<file path="config.mk">
export PLATFORM = sky130hd
export DESIGN_NAME = dcmi_ram_wbuf
export DESIGN_NICKNAME = d
export VERILOG_FILES = /design/src/rtl/dcmi_ram_wbuf.sv
export SDC_FILE = /design/constraint.sdc
export NUM_CORES = 1
export LEC_CHECK = 0
export CAP_MARGIN = 0
export CELL_PAD_IN_SITES_DETAIL_PLACEMENT = 0
export CELL_PAD_IN_SITES_GLOBAL_PLACEMENT = 1
export CORE_MARGIN = 5
export CORE_UTILIZATION = 35
export DETAILED_ROUTE_END_ITERATION = 12
export PLACE_DENSITY_LB_ADDON = 0.2
export SLEW_MARGIN = 30
export SYNTH_ARGS = -nofsm -noshare
export SYNTH_HDL_FRONTEND = slang
export SYNTH_SLANG_ARGS = --single-unit
</file>
<file path="constraint.sdc">
create_clock -name hclk -period 9 [get_ports hclk]
set_input_delay 2.25 -clock hclk [delete_from_list [all_inputs] [get_ports hclk]]
set_output_delay 2.25 -clock hclk [all_outputs]
set_load 0.03 [all_outputs]
</file>
<file path="src/rtl/dcmi_ram_wbuf.sv">
// DCMI-to-SRAM write buffer: accepts DCMI word writes into a small FIFO
// and drains them to SRAM through a req/gnt handshake.
module dcmi_ram_wbuf #(
    parameter int DEPTH = 4,
    parameter int AW    = 22
) (
    input  logic                     hclk,
    input  logic                     rst,
    input  logic                     wbuf_en,
    input  logic                     err_clr,
    input  logic                     ram_wr_req,
    output logic                     ram_wr_ack,
    input  logic [23:0]              ram_waddr,
    input  logic [31:0]              ram_wdata,
    output logic                     sram_req,
    input  logic                     sram_gnt,
    output logic [AW-1:0]            sram_addr,
    output logic [31:0]              sram_wdata,
    output logic [$clog2(DEPTH):0]   fifo_level,
    output logic                     wbuf_empty,
    output logic                     err_misalign,
    output logic [15:0]              wr_cnt
);

    localparam int PW = $clog2(DEPTH);
    localparam int LW = PW + 1;
    localparam logic [LW-1:0] FULL = LW'(DEPTH);

    logic [PW-1:0] wr_ptr;
    logic [PW-1:0] rd_ptr;
    logic [AW-1:0] addr_mem [DEPTH];
    logic [31:0]   data_mem [DEPTH];
    logic [AW-1:0] word_addr;
    logic          accept;
    logic          aligned;
    logic          push;
    logic          pop;

    // Byte address to word address, zero-extended or truncated to AW.
    for (genvar i = 0; i < AW; i++) begin : g_wa
        if (i < 22) begin : g_in
            assign word_addr[i] = ram_waddr[i+2];
        end else begin : g_zero
            assign word_addr[i] = 1'b0;
        end
    end

    // The registered ack blocks back-to-back accepts of a held request.
    assign accept  = ram_wr_req & ~ram_wr_ack & wbuf_en & (fifo_level < FULL);
    assign aligned = (ram_waddr[1:0] == 2'b00);
    assign push    = accept & aligned;
    assign pop     = sram_req & sram_gnt;

    assign sram_req   = (fifo_level != '0);
    assign sram_addr  = addr_mem[rd_ptr];
    assign sram_wdata = data_mem[rd_ptr];
    assign wbuf_empty = (fifo_level == '0) & ~ram_wr_ack;

    always_ff @(posedge hclk) begin
        if (rst) begin
            ram_wr_ack   <= 1'b0;
            wr_ptr       <= '0;
            rd_ptr       <= '0;
            fifo_level   <= '0;
            err_misalign <= 1'b0;
            wr_cnt       <= '0;
        end else begin
            ram_wr_ack <= accept;
            if (push) begin
                wr_ptr <= wr_ptr + PW'(1);
            end
            if (pop) begin
                rd_ptr <= rd_ptr + PW'(1);
                wr_cnt <= wr_cnt + 16'd1;
            end
            unique case ({push, pop})
                2'b10:   fifo_level <= fifo_level + LW'(1);
                2'b01:   fifo_level <= fifo_level - LW'(1);
                default: fifo_level <= fifo_level;
            endcase
            if (accept && !aligned) begin
                err_misalign <= 1'b1;
            end else if (err_clr) begin
                err_misalign <= 1'b0;
            end
        end
    end

    // Storage needs no reset; the pointers define what is valid.
    always_ff @(posedge hclk) begin
        if (push && !rst) begin
            addr_mem[wr_ptr] <= word_addr;
            data_mem[wr_ptr] <= ram_wdata;
        end
    end

endmodule

</file>
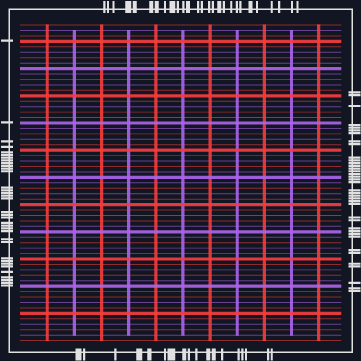
Figure 1: floorplan with the power grid.
Drawn at 2 px/um. Pins as bars on the die edge.
legend:
  purple:
    net: VDD
  red:
    net: VSS
met1 rails: 59
signal pins: 139
met4 straps: 11

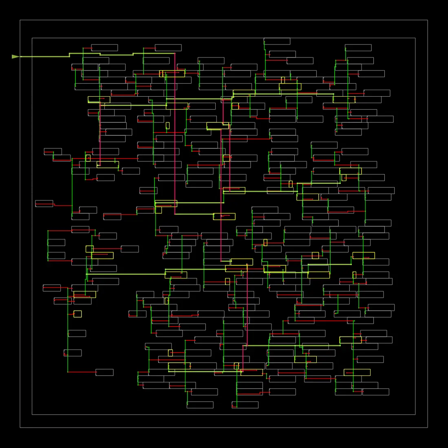
Figure 2: clock nets.
# clk buffers: 26
Fin Clk Skew: 0.00997 ns
CTS sink cnt: 243

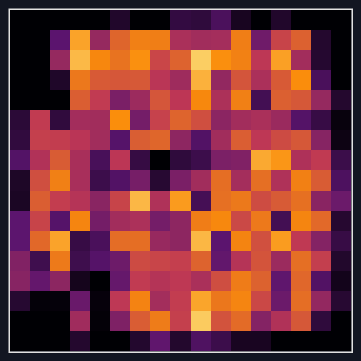
Figure 3: cell density map.
Drawn at 2 px/um. The die is cut into 17 by 17 equal tiles; black is low, pale yellow is high, 0 to 100% covered.
emptiest ninth of the die: south-west
nearly empty tiles: 14%
fullest tile: 89%

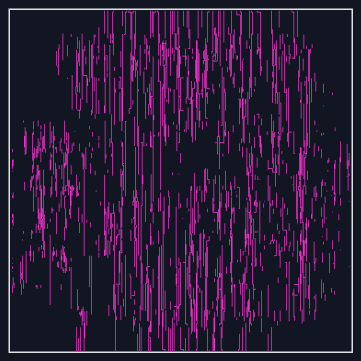
Figure 4: signal wires on met2.
Drawn at 2 px/um.
main direction: vertical
wire length on this layer: 9140 um
longest straight run: 58.1 um
nets with wire on the layer: 592

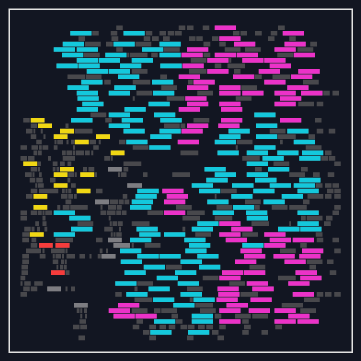
Figure 5: sequential cells colored by netlist name.
Drawn at 2 px/um.
legend:
  magenta:
    netlist_name: addr_mem
    flops: 88
  red:
    netlist_name: fifo_level
    flops: 3
  cyan:
    netlist_name: data_mem
    flops: 128
  yellow:
    netlist_name: wr_cnt
    flops: 16
    where: west

==> results.cfg <==
; synthesis and place-and-route metrics
[power_and_ir_drop]
powerComb_mw = 0.194
vdd_drop_max_mv = 0.157
clock_power_share = 0.396
p_clk_mw = 0.941
switching_share = 0.216
p_seq_mw = 1.24
p_int_mw = 1.87

[final_layout]
comb_area_frac = 0.166
logic_area_um2 = 1920
sh_seq_area = 0.607
area_share_nonclk_buffers = 0.124
final_common_cell = edfxtp_1
drive_gt1_frac = 0.189
post-route-util = 0.458
clk_share = 0.0651
antennaDiodeCount = 0
most-common-layout-cells = edfxtp_1 (216), clkdlybuf4s50_1 (138), mux4_2 (54)
layout.nets = 649
fillerInstances = 2154

[clock_network]
htreeDepth = 1
root_buffer = clkbuf_16
clkTransAtPathRegs_ns = 0.06
cts_hold_buf = 0
cts_buffers = 25
clk_path_buf_depth = 3

[global_route]
top_usage_layer = met2
gr-usage-met1 = 0.170
grt_pass1_wl_mm = 28.5
first_global_vias = 4941
grt_start_max_net_pins = 55

[hold_path]
min_to = err_misalign
holdCritStartpoint = err_misalign

[yosys]
yosysMostFrequentCell = edfxtp_1
yosysChipArea_um2 = 9040
ff_type = edfxtp_1
topCombFamilyByArea = multiplexers
edf_count = 216
netlist.area_leader.share = 0.717
yosysSeqAreaShare = 0.777
syn_area_um2 = 9040
ys_sh_aoi = 0.0115
ys_top_cells_by_area = edfxtp_1 (72%), mux4_2 (13%), dfxtp_1 (6.0%), xor2_1 (0.87%), ha_1 (0.83%)
synthAdderAreaFrac = 0.0105
synth.area.mux_share = 0.134
synthArstFlopShare = 0
ys.flops = 243
synthTopCellsByCount = edfxtp_1 (216), mux4_2 (54), dfxtp_1 (27)
simple_gate_share = 0.0412
yosysTopAreaCell = edfxtp_1
synth_cell_type_count = 33

[sta]
final.setup.tns_ns = 0
slew_viol_final = 0
fin_crit_sh = 0.595
hold_ws_ns = 0.464
rsz0062_at_grt = false
hold_violations = 0
fmax_ghz = 0.187

[route]
wl_per_cell_um = 19.9
ant_nets = 0
totalWireLength_mm = 18.4
viasPerCell = 4.80
vias = 4445

[setup_path]
required_ns = 6.75
reg2reg_slack_ns = 6.47
cp-end-kind = output pin
worstPathArrival_ns = 3.10
cp_slowest_stage_delay_ns = 0.67
r2r_end = data_mem[2][13]
crit_end = sram_wdata[0]
cp_max_fo = 31
r2r-start = fifo_level[2]
cpLargestDelayFamily = buffers and inverters
critical_path_depth = 3

[flow_run]
warnings = 29
cap_violations = 0

[place]
place.gp.congestion = 0.716
place_ws_ns = 4.05
port_buffers = 138
dp.cells = 883

[floorplan]
ios = 139
die_y_um = 171
core_um2 = 25300
fp.dieW_um = 171
tapCellCount = 330

[status]
status = complete, no violations
-- metal layers --
layer / share of wire / up-vias
met5: 0 / -
met4: 0.013 / 0
met3: 0.077 / 16
met2: 0.50 / 135
met1: 0.41 / 2260
li1: - / 2034
-- worst register-to-register path, stage by stage (launching register included) --
cell and delay (ns):
dfxtp_1 0.37, and4bb_2 0.37, nand2b_1 0.10, nor3_1 0.40, and2_2 0.22, buf_4 0.64
-- flip-flops by register name, summed over array words and instances, names as in the netlist, named ones only --
| name | flops |
|---|---|
| data_mem | 128 |
| addr_mem | 88 |
| wr_cnt | 16 |
| fifo_level | 3 |
| rd_ptr | 2 |
| wr_ptr | 2 |
| err_misalign | 1 |
| ram_wr_ack | 1 |
